`src/rtl/nw_cell_engine_pkg.sv`:
```
// Shared constants, encodings and address helper for the Needleman-Wunsch cell engine.
package nw_cell_engine_pkg;

    localparam int N        = 8;
    localparam int SCORE_W  = 8;
    localparam int ADDR_W   = 7;
    localparam int MATCH    = 1;
    localparam int MISMATCH = -1;
    localparam int GAP      = -1;
    localparam int IDX_W    = $clog2(N + 1);

    typedef enum logic [1:0] {
        DIR_DIAG = 2'b00,
        DIR_UP   = 2'b01,
        DIR_LEFT = 2'b10
    } dir_e;

    typedef enum logic [1:0] {
        NT_A = 2'b00,
        NT_C = 2'b01,
        NT_G = 2'b10,
        NT_T = 2'b11
    } nt_e;

    typedef enum logic [2:0] {
        S_IDLE,
        S_RD_DIAG,
        S_RD_UP,
        S_RD_LEFT,
        S_CALC,
        S_WRITE,
        S_DONE
    } state_e;

    // Row-major score matrix address of cell (i, j) in an (N+1)x(N+1) matrix.
    function automatic logic [ADDR_W-1:0] addr(input int i, input int j);
        return ADDR_W'(i * (N + 1) + j);
    endfunction

endpackage

```
`src/rtl/nw_cell_engine_if.sv`:
```
// Score RAM port bundle: the engine is the master, the RAM is the slave.
interface nw_cell_engine_if;
    import nw_cell_engine_pkg::*;

    logic [ADDR_W-1:0]         ram_addr;
    logic                      ram_re;
    logic signed [SCORE_W-1:0] ram_rdata;
    logic                      ram_we;
    logic signed [SCORE_W-1:0] ram_wdata;

    modport master (
        output ram_addr, ram_re, ram_we, ram_wdata,
        input  ram_rdata
    );

    modport slave (
        input  ram_addr, ram_re, ram_we, ram_wdata,
        output ram_rdata
    );

endinterface

```
`src/rtl/nw_cell_engine_max3.sv`:
```
// Three-way max over widened candidates with diag > up > left tie priority,
// saturated back to the score width.
module nw_max3
    import nw_cell_engine_pkg::*;
(
    input  logic signed [SCORE_W:0]   cd,
    input  logic signed [SCORE_W:0]   cu,
    input  logic signed [SCORE_W:0]   cl,
    output logic signed [SCORE_W-1:0] max_out,
    output dir_e                      dir
);

    localparam logic signed [SCORE_W:0] SAT_HI = (SCORE_W + 1)'((2 ** (SCORE_W - 1)) - 1);
    localparam logic signed [SCORE_W:0] SAT_LO = (SCORE_W + 1)'(-(2 ** (SCORE_W - 1)));

    logic signed [SCORE_W:0] best;

    // Pick the winner (strict > keeps the earlier candidate on ties), then clamp.
    always_comb begin
        // NOTE: every output gets a default first so no path leaves a latch behind.
        best    = cd;
        dir     = DIR_DIAG;
        max_out = '0;
        if (cu > best) begin
            best = cu;
            dir  = DIR_UP;
        end
        if (cl > best) begin
            best = cl;
            dir  = DIR_LEFT;
        end
        if (best > SAT_HI) begin
            max_out = SAT_HI[SCORE_W-1:0];
        end else if (best < SAT_LO) begin
            max_out = SAT_LO[SCORE_W-1:0];
        end else begin
            max_out = best[SCORE_W-1:0];
        end
    end

endmodule

```
`src/rtl/nw_cell_engine.sv`:
```
// Needleman-Wunsch single-cell engine: reads diag/up/left neighbours from the
// score RAM, picks the best candidate, writes it back and reports direction.
module nw_cell_engine
    import nw_cell_engine_pkg::*;
(
    input  logic                      clk,
    input  logic                      rst,
    input  logic                      start,
    input  logic [IDX_W-1:0]          i_idx,
    input  logic [IDX_W-1:0]          j_idx,
    input  logic [1:0]                sym_a,
    input  logic [1:0]                sym_b,
    output logic                      busy,
    output logic                      done,
    output logic                      err,
    output logic signed [SCORE_W-1:0] score_out,
    output logic [1:0]                dir_out,
    nw_cell_engine_if.master          ram
);

    localparam logic signed [SCORE_W:0] SUB_MATCH    = (SCORE_W + 1)'(MATCH);
    localparam logic signed [SCORE_W:0] SUB_MISMATCH = (SCORE_W + 1)'(MISMATCH);
    localparam logic signed [SCORE_W:0] GAP_EXT      = (SCORE_W + 1)'(GAP);

    state_e                    state;
    logic [IDX_W-1:0]          i_q, j_q;
    nt_e                       sym_a_q, sym_b_q;
    logic signed [SCORE_W-1:0] diag_q, up_q;
    logic [ADDR_W-1:0]         addr_q;
    logic                      re_q, we_q;
    logic signed [SCORE_W-1:0] wdata_q;

    logic signed [SCORE_W:0]   sub, cd, cu, cl;
    logic signed [SCORE_W-1:0] max_val;
    dir_e                      max_dir;
    logic                      idx_ok;

    // Candidates are formed one bit wider so the saturating max sees true overflow;
    // the left neighbour is used straight off the RAM read port during CALC.
    assign sub = (sym_a_q == sym_b_q) ? SUB_MATCH : SUB_MISMATCH;
    assign cd  = {diag_q[SCORE_W-1], diag_q} + sub;
    assign cu  = {up_q[SCORE_W-1], up_q} + GAP_EXT;
    assign cl  = {ram.ram_rdata[SCORE_W-1], ram.ram_rdata} + GAP_EXT;

    assign idx_ok = (i_idx != '0) && (int'(i_idx) <= N) &&
                    (j_idx != '0) && (int'(j_idx) <= N);

    nw_max3 u_max3 (
        .cd      (cd),
        .cu      (cu),
        .cl      (cl),
        .max_out (max_val),
        .dir     (max_dir)
    );

    assign ram.ram_addr  = addr_q;
    assign ram.ram_re    = re_q;
    assign ram.ram_we    = we_q;
    assign ram.ram_wdata = wdata_q;

    // Cell FSM; every output is registered alongside the state it belongs to.
    always_ff @(posedge clk) begin
        if (rst) begin
            state     <= S_IDLE;
            busy      <= 1'b0;
            done      <= 1'b0;
            err       <= 1'b0;
            re_q      <= 1'b0;
            we_q      <= 1'b0;
            addr_q    <= '0;
            wdata_q   <= '0;
            score_out <= '0;
            dir_out   <= DIR_DIAG;
            i_q       <= '0;
            j_q       <= '0;
            sym_a_q   <= NT_A;
            sym_b_q   <= NT_A;
            diag_q    <= '0;
            up_q      <= '0;
        end else begin
            // NOTE: non-blocking throughout so every branch sees pre-edge state.
            done   <= 1'b0;
            err    <= 1'b0;
            re_q   <= 1'b0;
            we_q   <= 1'b0;
            addr_q <= '0;
            case (state)
                S_IDLE: begin
                    if (start) begin
                        if (idx_ok) begin
                            i_q     <= i_idx;
                            j_q     <= j_idx;
                            sym_a_q <= nt_e'(sym_a);
                            sym_b_q <= nt_e'(sym_b);
                            busy    <= 1'b1;
                            re_q    <= 1'b1;
                            addr_q  <= addr(int'(i_idx) - 1, int'(j_idx) - 1);
                            state   <= S_RD_DIAG;
                        end else begin
                            err <= 1'b1;
                        end
                    end
                end
                S_RD_DIAG: begin
                    re_q   <= 1'b1;
                    addr_q <= addr(int'(i_q) - 1, int'(j_q));
                    state  <= S_RD_UP;
                end
                S_RD_UP: begin
                    diag_q <= ram.ram_rdata;
                    re_q   <= 1'b1;
                    addr_q <= addr(int'(i_q), int'(j_q) - 1);
                    state  <= S_RD_LEFT;
                end
                S_RD_LEFT: begin
                    up_q  <= ram.ram_rdata;
                    state <= S_CALC;
                end
                S_CALC: begin
                    we_q      <= 1'b1;
                    addr_q    <= addr(int'(i_q), int'(j_q));
                    wdata_q   <= max_val;
                    score_out <= max_val;
                    dir_out   <= max_dir;
                    state     <= S_WRITE;
                end
                S_WRITE: begin
                    done  <= 1'b1;
                    state <= S_DONE;
                end
                S_DONE: begin
                    busy  <= 1'b0;
                    state <= S_IDLE;
                end
                default: begin
                    busy  <= 1'b0;
                    state <= S_IDLE;
                end
            endcase
        end
    end

endmodule

```
`src/flat_wrapper.sv`:
```
// flat-port wrapper written by rule: the top's interface ports become plain ports
module nw_cell_engine_flat import nw_cell_engine_pkg::*;
  (clk, rst, start, i_idx, j_idx, sym_a, sym_b, busy, done, err, score_out, dir_out, ram_ram_addr, ram_ram_re, ram_ram_we, ram_ram_wdata, ram_ram_rdata);
  nw_cell_engine_if ram_i ();
  input  logic clk;
  input  logic rst;
  input  logic start;
  input  logic [IDX_W-1:0] i_idx;
  input  logic [IDX_W-1:0] j_idx;
  input  logic [1:0] sym_a;
  input  logic [1:0] sym_b;
  output logic busy;
  output logic done;
  output logic err;
  output logic signed [SCORE_W-1:0] score_out;
  output logic [1:0] dir_out;
  output wire logic [$bits(ram_i.ram_addr)-1:0] ram_ram_addr;
  output wire logic [$bits(ram_i.ram_re)-1:0] ram_ram_re;
  output wire logic [$bits(ram_i.ram_we)-1:0] ram_ram_we;
  output wire logic [$bits(ram_i.ram_wdata)-1:0] ram_ram_wdata;
  input wire logic [$bits(ram_i.ram_rdata)-1:0] ram_ram_rdata;
  assign ram_ram_addr = ram_i.ram_addr;
  assign ram_ram_re = ram_i.ram_re;
  assign ram_ram_we = ram_i.ram_we;
  assign ram_ram_wdata = ram_i.ram_wdata;
  assign ram_i.ram_rdata = ram_ram_rdata;
  nw_cell_engine u_core (.clk(clk), .rst(rst), .start(start), .i_idx(i_idx), .j_idx(j_idx), .sym_a(sym_a), .sym_b(sym_b), .busy(busy), .done(done), .err(err), .score_out(score_out), .dir_out(dir_out), .ram(ram_i));
endmodule
```
`config.mk`:
```
export PLATFORM = sky130hd
export DESIGN_NAME = nw_cell_engine_flat
export DESIGN_NICKNAME = d
export VERILOG_FILES = /design/src/rtl/nw_cell_engine_pkg.sv /design/src/rtl/nw_cell_engine_if.sv /design/src/rtl/nw_cell_engine_max3.sv /design/src/rtl/nw_cell_engine.sv /design/src/flat_wrapper.sv
export SDC_FILE = /design/constraint.sdc
export NUM_CORES = 1
export LEC_CHECK = 0
export ABC_AREA = 1
export CAP_MARGIN = 5
export CORE_MARGIN = 2
export CORE_UTILIZATION = 35
export DETAILED_ROUTE_END_ITERATION = 10
export GPL_TIMING_DRIVEN = 0
export PLACE_DENSITY = 0.55
export SLEW_MARGIN = 10
export SYNTH_ARGS = -nofsm -noshare
export SYNTH_HDL_FRONTEND = slang
export SYNTH_SLANG_ARGS = --single-unit
```
`constraint.sdc`:
```
create_clock -name clk -period 9 [get_ports clk]
set_input_delay 2.25 -clock clk [delete_from_list [all_inputs] [get_ports clk]]
set_output_delay 2.25 -clock clk [all_outputs]
set_load 0.05 [all_outputs]
```
clock_wires.png
Scale: 3 px per um.
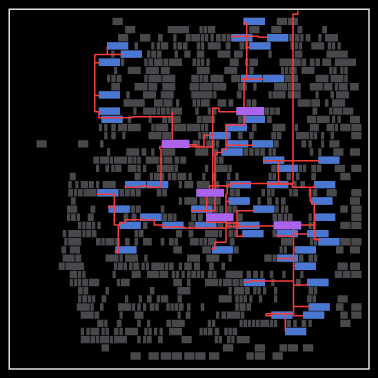
[clock-net drivers] purple | count: 5
[flip-flops] blue | count: 53
[clock wires] red | length: 714 um
routed clock nets: 6

port_trees.png
Scale: 2 px per um.
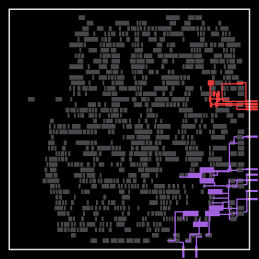
| port | colour | bits | direction | edge | end cells | buffers | wire |
|---|---|---|---|---|---|---|---|
| `j_idx` | red | 4 | input | right | 7 | 4 | 125 um |
| `score_out` | purple | 8 | output | 6 right, 2 bottom | 8 | 16 | 290 um |
number of input and output port buffers inserted: 52
number of top-level design ports: 53

util_map.png
Scale: 3 px per um. 12 x 12 tiles, from dark blue (low) to red (high), 0 to 100% covered.
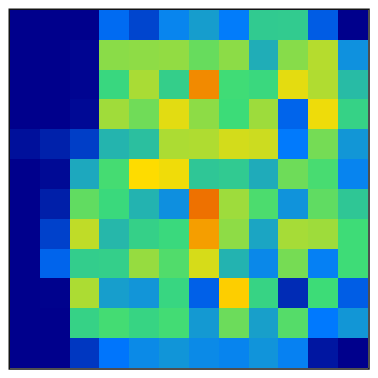
densest ninth of the die: centre
fullest tile: 87%
mean over tiles: 37%

m3.png
Scale: 4 px per um. Cells faint in the background.
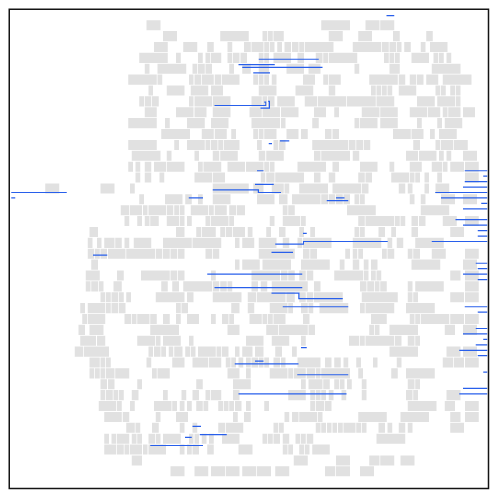
main direction: horizontal
share of all routed wire: 3.8%

congestion_map.png
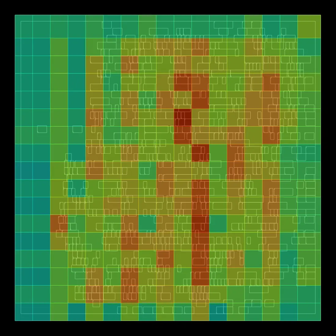
total routing usage reported by global routing: 16.9%
met2 usage in global routing: 26.9%
GR Layer Usage met3: 1.77%

## final cells by class
type | count | area, um^2 | share of cell area (%)
inverters | 104 | 390 | 7.03
flip-flops and latches | 53 | 1060 | 19.1
clock buffers | 5 | 125 | 2.25
multi-input cells | 471 | 3090 | 55.7
repair buffers | 52 | 520 | 9.37
plain buffers | 20 | 118 | 2.12
well taps | 176 | 220 | 3.96
clock inverters | 3 | 28.8 | 0.518
## logic make-up (layout without fill, tap and decap cells)
group	Yosys count	after routing
flops	53	53
compound gates	134	134
xor+xnor	34	34
buf+inv	124	184
fa+ha+maj	78	78
simple gates	225	225
## stage by stage
stage	utilization [%]	hold slack (ns)
global route	42.3	0.492
finish	42.3	0.472
CTS	42.3	0.473
global placement	41.1	0.456
floorplan	-	0.499
detailed placement	41.1	0.460
==> notes.md <==
Synthesis and place-and-route results.

- The placement-stage worst setup slack is 3.10 ns.
- Total power normalized to cell area comes to 374 nW/um^2.
- Counting flops with a built-in enable in the synthesized netlist gives 0.
- Multiplexer cells account for 0% of the synthesized area.
- The number of standard cells reported by yosys is 648.
- The count of nets left with antenna violations once routing finished came out at 0.
- The run finished with clean final reports.
- The largest area contributor in the synthesized netlist is sky130_fd_sc_hd__dfxtp_1.
- The number of warnings in the stage logs is 28.
- Counting the warning lines in the Yosys log gives 0.
- The switching part of the total is 55.2%.
- STA classifies the critical path startpoint as an input port.
- The worst path uses 62.1% of the clock period.
- The required time at the worst-slack endpoint is 9.18 ns.
- In this run, power in flip-flops and latches comes to 0.300 mW.
- The die area is 14300 um^2.
- Across the routed clock network, the largest skew measured is 0.00682 ns.
- The number of maximum-capacitance violations recorded for the run is 0.
- Per report_power, the clock group accounts for 9.8% of the total.
- The net count after synthesis is 749.
- The critical path runs through a total of 23 cells.
- Sorting the synthesized cells by area gives the leading types as sky130_fd_sc_hd__dfxtp_1 23%, sky130_fd_sc_hd__ha_1 19%, sky130_fd_sc_hd__nand2_1 8.8%, sky130_fd_sc_hd__inv_1 8.1%, sky130_fd_sc_hd__a21oi_1 6.5%.
- Sequential cells were found to cover 22.8% of the synthesized design area.
- Per the synth stats, the proportion of register bits with asynchronous set or reset is 0%.
- After clock tree synthesis, the setup repair step added 0 buffers.
- The top-area cell type share of the netlist area is 22.8%.
- The global routing stage identified its most utilized layer as met2.
- The number of sinks on the clock net is 53.
- The minimum period implied by the final worst setup slack is 5.59 ns.
- The synthesized instance count is 648.
- The capture instance of the worst register-to-register path is u_core.score_out[5].
- Including well taps, the total number of placed cells is 876.
- The origin of the critical flop-to-flop path is u_core.sym_a_q[1].
- The net switching power is 1.15 mW.
- After routing the design area is 5560 um^2.
- The pin count of the biggest net entering global routing is 20.
- The group that draws the most power in this run is combinational logic.
- Per the timing report, the biggest fanout along the worst path comes to 10.
- The post-synthesis share of cell area spent on and, or, nand and nor gates is 22.0%.
- The power in the clock group is 0.204 mW.
Power figures rest on the tool's default switching activity, not on a simulated workload.
